### Metal 3, run 1

Bar = 50 um. Cells faint in the background.
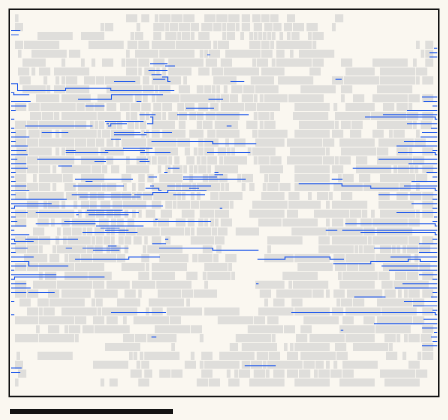
### Track usage over the die, run 1

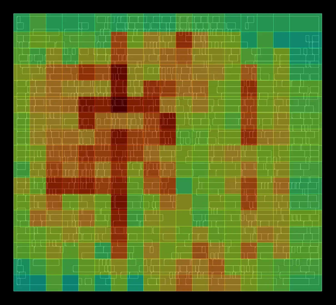
### Zoomed window, run 1

Bar = 10 um. Region (78, 10) to (118, 50) um. Cells in gray, sequential cells in the stronger gray; small squares are vias.
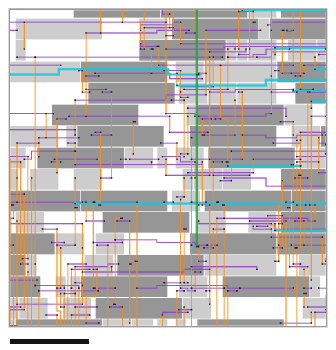
Design fetch_unit, sky130hd; sources not shown.
==> results.txt, run 1 <==
Observations from the implementation run.

Status:
- The flow ran to the end, and the final reports show no timing, DRC or antenna violations.

Logic synthesis:
- The synthesis run shows the most used standard cells to be sky130_fd_sc_hd__nor2_1 (130), sky130_fd_sc_hd__edfxtp_1 (124), sky130_fd_sc_hd__mux2i_1 (92).
- The run gives the fraction of synthesized cell area taken by the top area cell type as a little under half.
- The run gives the number of distinct library cells after synthesis as 34.
- Looking at area per cell type in the netlist, the leader is sky130_fd_sc_hd__edfxtp_1.
- The run puts the post-synthesis register bit count at between 150 and 200.
- The run puts the sequential area share after synthesis at 63.5%.
- The run puts the number of cells in the yosys synthesis report at 637.
- For this run, the chip area from Yosys synthesis comes to 7940 sq um.
- The run gives the combined area of all synthesized cells as 7940 sq um.
- Ranked by total cell area, the synthesized netlist is headed by sky130_fd_sc_hd__edfxtp_1 (47%), sky130_fd_sc_hd__dfxtp_1 (17%), sky130_fd_sc_hd__mux2i_1 (12%).
- The most common cell in the synthesized netlist is sky130_fd_sc_hd__nor2_1.
- The run gives the number of enable flip-flop cells as 124.
- The run gives the total number of yosys warnings as 0.

Global route:
- The run puts the number of antenna violations at the first check in global routing at 0.
- The run puts the first-pass GRT wire length at 27600 um.
- The run puts the overall routing resource usage at roughly 24%.
- The run gives the maximum number of pins on one net before global-route repair as 63.
- The run puts the via count of the first global-routing pass at between 5000 and 6000.
- The run gives the total overflow reported by the global router as 0.

Worst setup path:
- The run puts the worst path required time at approximately 7800 ps.
- The data arrival time reported for the critical path is about 2900 ps.
- The critical path in this run is classified as reg -> out.
- The run gives the number of cells traversed by the worst register-to-register path as 8.
- The worst setup path is captured at a primary output.
- The setup check on the worst reg-to-reg path leaves a slack of 6680 ps.

Timing:
- The run puts the worst max-slew margin expressed relative to the limit at 38.0%.
- The run gives the post-route clock period utilization as 46.6%.
- The run gives the total setup violations reported at the end of the flow as 0.
- The run puts the sum of negative setup slack at 0 ps.
- On the final layout, the worst clock skew is 10.3 ps.
- On the final layout, the worst hold slack is approximately 450 ps.
- The run puts the final hold violation count at 0.
- Per the timing report, the achievable frequency comes out to 0.233 GHz.
- Setup repair after global routing left no endpoint under its margin.
- The run puts the final critical-path required period at 4290 ps.

Die:
- Per the OpenROAD floorplan log, the height of the die is 118 um.
- According to the I/O placement log, the pin count is roughly 200.
- The run puts the chip footprint at 15500 sq um.
- The run gives the core region area as around 15000 sq um.
- The run gives the floorplan row count as between 40 and 50.
- The run gives the initial standard-cell utilization of the core as 54.2%.
- Per the OpenROAD floorplan log, the width of the die is 131 um.

Clock tree:
- Looking at the clock tree report, the root buffer type is sky130_fd_sc_hd__clkbuf_16.
- For the worst-skew pair, the clock arrives at the later sink with an insertion delay of 440 ps.
- The clock tree synthesis step divided the H-tree into 4 levels.
- The run puts the quantity of gates resized following cts at 0.
- The run puts the clock-pin transition on the worst setup and hold timing paths at 70 ps.
- The run puts the hold-fix buffer count after cts at 0.
- The run gives the clock tree from TritonCTS as built.
- The run gives the number of setup buffers added after CTS as 0.

Placement:
- Counting tap cells, the placed design contains a total of 1030 instances.
- The run puts the post-placement worst setup slack at 5380 ps.
- The count of buffers added on input and output ports is roughly 160.
- The run puts the detailed placer's ending HPWL at around 12000 um.
- The run puts the final RePlAce weighted congestion at 0.822.

Final layout:
- The run puts the number of flip-flops in the largest register at about 64.
- The run puts the antenna cell count at 0.
- The run puts the post-layout instance count excluding filler cells at 1062.
- The run puts the share of layout cells above drive strength 1 at roughly a tenth.
- In the layout the commonest cells are sky130_fd_sc_hd__clkdlybuf4s50_1 (157), sky130_fd_sc_hd__nor2_1 (129), sky130_fd_sc_hd__edfxtp_1 (124).

Route:
- The run puts the remaining design rule violation count at 0.
- The run puts the via density per instance at 5.25.
- The run gives the first-pass iteration count of the detailed router as 4.
- The run puts the average wire per standard cell at 17.0 um.

Min path:
- The most critical min-delay path falls under reg -> reg.

Run:
- The stage logs contain a warning count of 28.

Pwr:
- The run puts the power density over the cells at 179 nW/um^2.
- The run puts the peak supply drop at 0.137 mV.
- The run gives the reported leakage power as 3.73 nW.
About 'Metal 3':
The wires run mostly horizontal. The longest straight run is 45.3 um. The layer holds 9.7% of the routed length. 168 nets have wire on it. The layer carries 1750 um of wire.
wirelength, routed: 18100 um
vias after detailed routing: 5576
met3 demand-to-capacity share in global routing: 6.95%

About 'Track usage over the die':
share of the core filled with cells: 72.1%
highest-utilization routing layer at the global route stage: met2

About 'Zoomed window':
Key: orange = met2; cyan = met3; purple = met1; green = met4
74 logic cells have their middle in the window. Most frequent: edfxtp_1 (25), clkdlybuf4s50_1 (16), mux2i_1 (13). Sequential cells in the window: 25.

-- run 1: routing by layer --
metal / wire length (um) / track usage, % / part of all wire [%]
met3: 1750 / 6.95 / 9.7
met1: 7230 / 29.4 / 40
met4: 429 / 10.2 / 2.4
met2: 8690 / 39.4 / 48
met5: 0 / 0 / 0
-- run 1: worst max-delay path, stage by stage (launching register included) --
cell                              delay [ps]
sky130_fd_sc_hd__dfxtp_1                 300
sky130_fd_sc_hd__clkbuf_1                410
sky130_fd_sc_hd__buf_1                   760
sky130_fd_sc_hd__mux2i_1                 200
sky130_fd_sc_hd__nor2_1                  170
sky130_fd_sc_hd__clkdlybuf4s50_1         630
-- run 1: through the flow --
stage          area (sq um)  power [mW]
4_1_cts               10600        1.90
5_1_grt               10600        1.95
2_1_floorplan          8080        1.07
6_report              10600        1.89
3_5_place_dp           9950        1.16
3_3_place_gp           9890        1.15
-- run 1: final cells by class --
cell class              count  area, sq um
fillers                   946         4090
repair buffers            159         1620
plain buffers              74          428
clock buffers              21          493
flip-flops and latches    190         5040
inverters                   8         30.0
multi-input cells         401         2580
well taps                 198          248
clock inverters            11          126
-- run 1: cell families after synthesis --
logic type / after synthesis / share of synthesized area (%)
AOI/OAI and AO/OA: 37 / 3.45
xor gates and xnor gates: 31 / 3.42
adders and majority gates: 5 / 0.788
buffers and inverters: 82 / 5.77
DFF: 190 / 63.5
muxes: 92 / 11.6
other: 1 / 0.0472
and+or+nand+nor: 199 / 11.4
-- run 1: where the power goes --
| group | switching, mW | internal, mW | total, mW |
|---|---|---|---|
| sequential | 0.0233 | 0.930 | 0.953 |
| clock | 0.312 | 0.441 | 0.754 |
| combinational | 0.0967 | 0.0898 | 0.186 |
| total | 0.432 | 1.46 | 1.89 |
## Run 2: what changed since run 1
Settings changed: CORE_UTILIZATION 53 to 45, PLACE_DENSITY 0.85 to 0.77.
Clock period 9.2 ns to 3.6 ns, I/O delays scaled along.
### Gate-type map, run 2

Bar = 50 um.
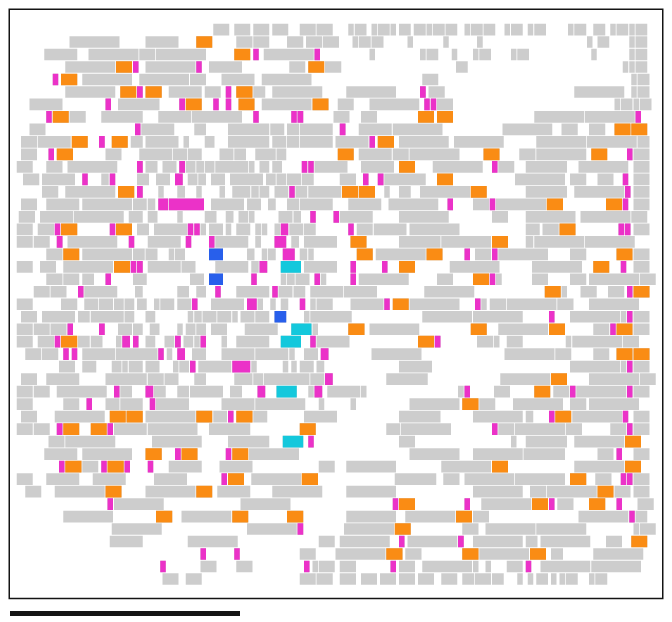
Key: magenta = NOR gates [cells 145, most used nor2_1, where widely spread]; cyan = adder and majority cells [cells 5, most used ha_1, where center]; blue = AND-OR and OR-AND gates [cells 3, most used a22o_1]; orange = multiplexers [cells 92, most used mux2i_1, where widely spread]
commonest non-fill, non-tap cell in the layout: sky130_fd_sc_hd__clkdlybuf4s50_1
non-filler instance count after layout: 1099
logic share of the area: 24.5%

### Track usage over the die, run 2

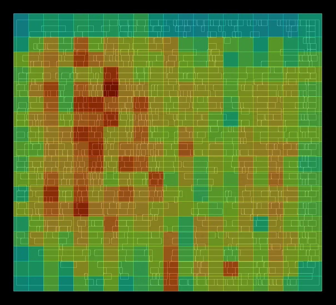
share of the core filled with cells: 61.9%
wire length per cell after detailed routing: 16.4 um
met2 Resource Use GR: 32.8%
GR Util met1: 26.7%

==> run 2 against run 1 <==
  * Clock skew shrank 0.83 ps
  * Critical endpoint is now out_pc[22]
  * First-iteration DRC count shrank 22%
  * Highest routed layer unchanged
  * Final area shrank 0.19%
==> results.txt, run 2 <==
Observations from the implementation run.

Status:
- The run finished with clean final reports.

Pwr:
- The run gives the reported leakage power as 3.70 nW (-1.0%).
- The power density over the cells was 441 nW/um^2 (+150%).

Final layout:
- The run puts the number of flip-flops in the largest register at 64 (unchanged).
- The run gives the clock buffer count as 21 (unchanged).
- The run gives the number of ordinary inverters in the final layout as 8 (unchanged).
- The run gives the share of layout cells above drive strength 1 as 9.26% (-0.12 points).
- The area taken by flip-flops and latches was 5040 sq um (unchanged).
- The run gives the flop count as 190 (unchanged).
- The run gives the antenna cell count as 0 (unchanged).
- By instance count after routing, the leading logic cell types are sky130_fd_sc_hd__clkdlybuf4s50_1 (157), sky130_fd_sc_hd__nor2_1 (129), sky130_fd_sc_hd__edfxtp_1 (124).
- The run gives the sequential cell area share as 47.8% (+0.090 points).
- The run puts the combinational gate count at 401 (unchanged).
- In the final design, more cell area goes to flip-flops and latches than to any other class.
- The run puts the area used by multi-input combinational logic at 2580 sq um (unchanged).
- The run gives the fraction of area in clock buffers and inverters as 5.24% (-0.62 points).
- The run puts the number of signal-net buffers in the layout at 233 (unchanged).

Worst setup path:
- The highest cell delay on the worst timing path was 660 ps (-100 ps).
- The run gives the data arrival at the endpoint of the critical path as 2790 ps (-120 ps).
- Among the stages of the critical path, the cell type that occurs most often is sky130_fd_sc_hd__clkbuf_1.
- The register-to-register setup slack was 1090 ps (-5590 ps).
- The run puts the number of cells traversed by the worst register-to-register path at 8 (unchanged).
- The worst path required time came to 3060 ps (-4760 ps).
- The run gives the nature of the critical path endpoint as a primary output.
- The critical path in this run is classified as reg -> out.
- The critical path's slowest stage uses the library cell sky130_fd_sc_hd__clkbuf_1.
- Walking the worst path, the cells encountered are clkbuf_1 -> clkbuf_1 -> mux2i_1 -> nor2_1 -> clkdlybuf4s50_1.

Die:
- The run puts the initial standard-cell utilization of the core at 46.5% (-7.6 points).
- The run puts the floorplan row count at 45 (+7.1%).
- The chip footprint is 18200 sq um (+17%).
- The run gives the width of the die as 142 um (+8.4%).
- The count of inserted tapcells is 235 (+19%).
- The core region area came to 17100 sq um (+16%).
- The die extent in y was 128 um (+8.4%).

Run:
- The number of warnings in the stage logs came to 28 (unchanged).

Clock tree:
- The run puts the number of setup buffers added after CTS at 0 (unchanged).
- The run gives the count of H-tree levels built during CTS as 4 (unchanged).
- The run gives the clock-pin transition on the worst setup and hold timing paths as 70 ps (about the same).
- The run gives the clock tree from TritonCTS as built.
- The run puts the hold-fix buffer count after cts at 0 (unchanged).
- The clock insertion delay at the later pin of the skew report was 420 ps (-20 ps).

Global route:
- The run gives the overall routing resource usage as 20.1% (-4.0 points).
- The maximum number of pins on one net before global-route repair is 63 (unchanged).
- The run gives the first-pass GRT wire length as 27200 um (-1.5%).
- The run puts the number of antenna violations at the first check in global routing at 0 (unchanged).
- The run puts the total overflow reported by the global router at 0 (unchanged).

Route:
- The run gives the total number of vias as 5394 (-3.3%).
- The run gives the total wire length after detailed routing as 18000 um (-0.60%).
- The run puts the via density per instance at 4.91 (-6.5%).
- The run gives the first-pass iteration count of the detailed router as 4 (unchanged).
- The run puts the remaining design rule violation count at 0 (unchanged).

Placement:
- The run puts the detailed placer's ending HPWL at 12500 um (+0.75%).
- The run puts the final RePlAce weighted congestion at 0.816 (-0.78%).

Timing:
- The run gives the maximum clock frequency as 0.300 GHz.
- The run gives the post-route clock period utilization as 92.6%.
- Setup repair after global routing left no endpoint under its margin.
- The total setup violations reported at the end of the flow was 0 (unchanged).
- The run puts the final clock skew at 9.47 ps (-0.833 ps).
- The worst max-slew margin expressed relative to the limit is 39.3% (+1.3 points).
- The routed design could run at a clock period as short as ~3300 ps.

Logic synthesis:
- The post-synthesis register bit count came to 190 (unchanged).
- The run puts the number of cells in the yosys synthesis report at 637 (unchanged).
- By area the synthesized netlist is led by sky130_fd_sc_hd__edfxtp_1 (47%), sky130_fd_sc_hd__dfxtp_1 (17%), sky130_fd_sc_hd__mux2i_1 (12%).
- The run gives the number of enable flip-flop cells as 124 (unchanged).
- The run gives the leading cell type by number of instances after synthesis as sky130_fd_sc_hd__nor2_1.
- The run puts the fraction of synthesized cell area taken by the top area cell type at 46.9% (unchanged).
- The run gives the number of distinct library cells after synthesis as 34 (unchanged).
- The largest total area in the synthesized netlist belongs to sky130_fd_sc_hd__edfxtp_1.
- The total number of yosys warnings came to 0 (unchanged).
- In the synthesized netlist, the cells that appear most often are sky130_fd_sc_hd__nor2_1 (130), sky130_fd_sc_hd__edfxtp_1 (124), sky130_fd_sc_hd__mux2i_1 (92).
- The sequential area share after synthesis was 63.5% (unchanged).
- The yosys-reported design area after synthesis was 7940 sq um (unchanged).
### Zoomed window, run 2

Bar = 10 um. Region (87, 12) to (127, 52) um. Cells in gray, sequential cells in the stronger gray; small squares are vias.
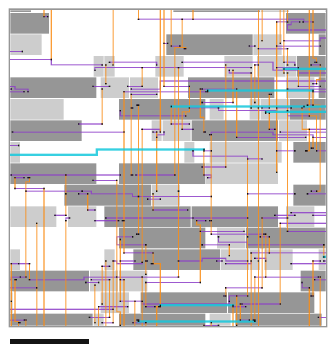
Key: orange = met2; purple = met1; cyan = met3
55 logic cells have their middle in the window. Most frequent: edfxtp_1 (20), clkdlybuf4s50_1 (11), mux2i_1 (8). Sequential cells in the window: 21.

[run 2: kinds of logic (layout without fill, tap and decap cells)]
family	count (synthesis)	in the layout	share of synthesized area (%)
other	1	37	0.0472
XOR/XNOR	31	31	3.42
adder cells (fa/ha/maj)	5	5	0.788
buffers and inverters	82	273	5.77
flip-flops	190	190	63.5
AND/OR/NAND/NOR	199	199	11.4
multiplexers	92	92	11.6
AND-OR/OR-AND	37	37	3.45
[run 2: where the power goes]
| group | total, mW | switching (mW) | internal (mW) | leakage [nW] |
|---|---|---|---|---|
| sequential | 2.44 | 0.0587 | 2.38 | 1.62 |
| combinational | 0.473 | 0.243 | 0.230 | 1.81 |
| clock | 1.75 | 0.801 | 0.949 | 0.265 |
| total | 4.66 | 1.10 | 3.55 | 3.70 |
[run 2: metrics by stage]
stage	total power, mW	TNS, ps	hold slack, ps	instances	worst slack, ps
3_5_place_dp	2.95	0	438	1067	654
5_1_grt	4.82	0	464	1099	69.5
2_1_floorplan	2.73	0	425	673	553
6_report	4.66	0	455	1099	266
3_3_place_gp	2.94	-132260	432	1065	-1210
4_1_cts	4.69	0	457	1099	214
[run 2: critical path, delay by kind of cell, from the launching register on]
family        cells  cell delay, ps
simple gates      1             200
mux               1             190
buf+inv           3            1680
flops             1             300
[run 2: per-layer routing]
layer | wire length (um) | vias up | track usage, %
li1 | - | 2640 | -
met1 | 7990 | 2557 | 26.7
met2 | 8620 | 189 | 32.8
met3 | 1290 | 8 | 5.34
met4 | 81 | 0 | 4.62
met5 | 0 | - | 0
Power figures rest on the tool's default switching activity, not on a simulated workload.
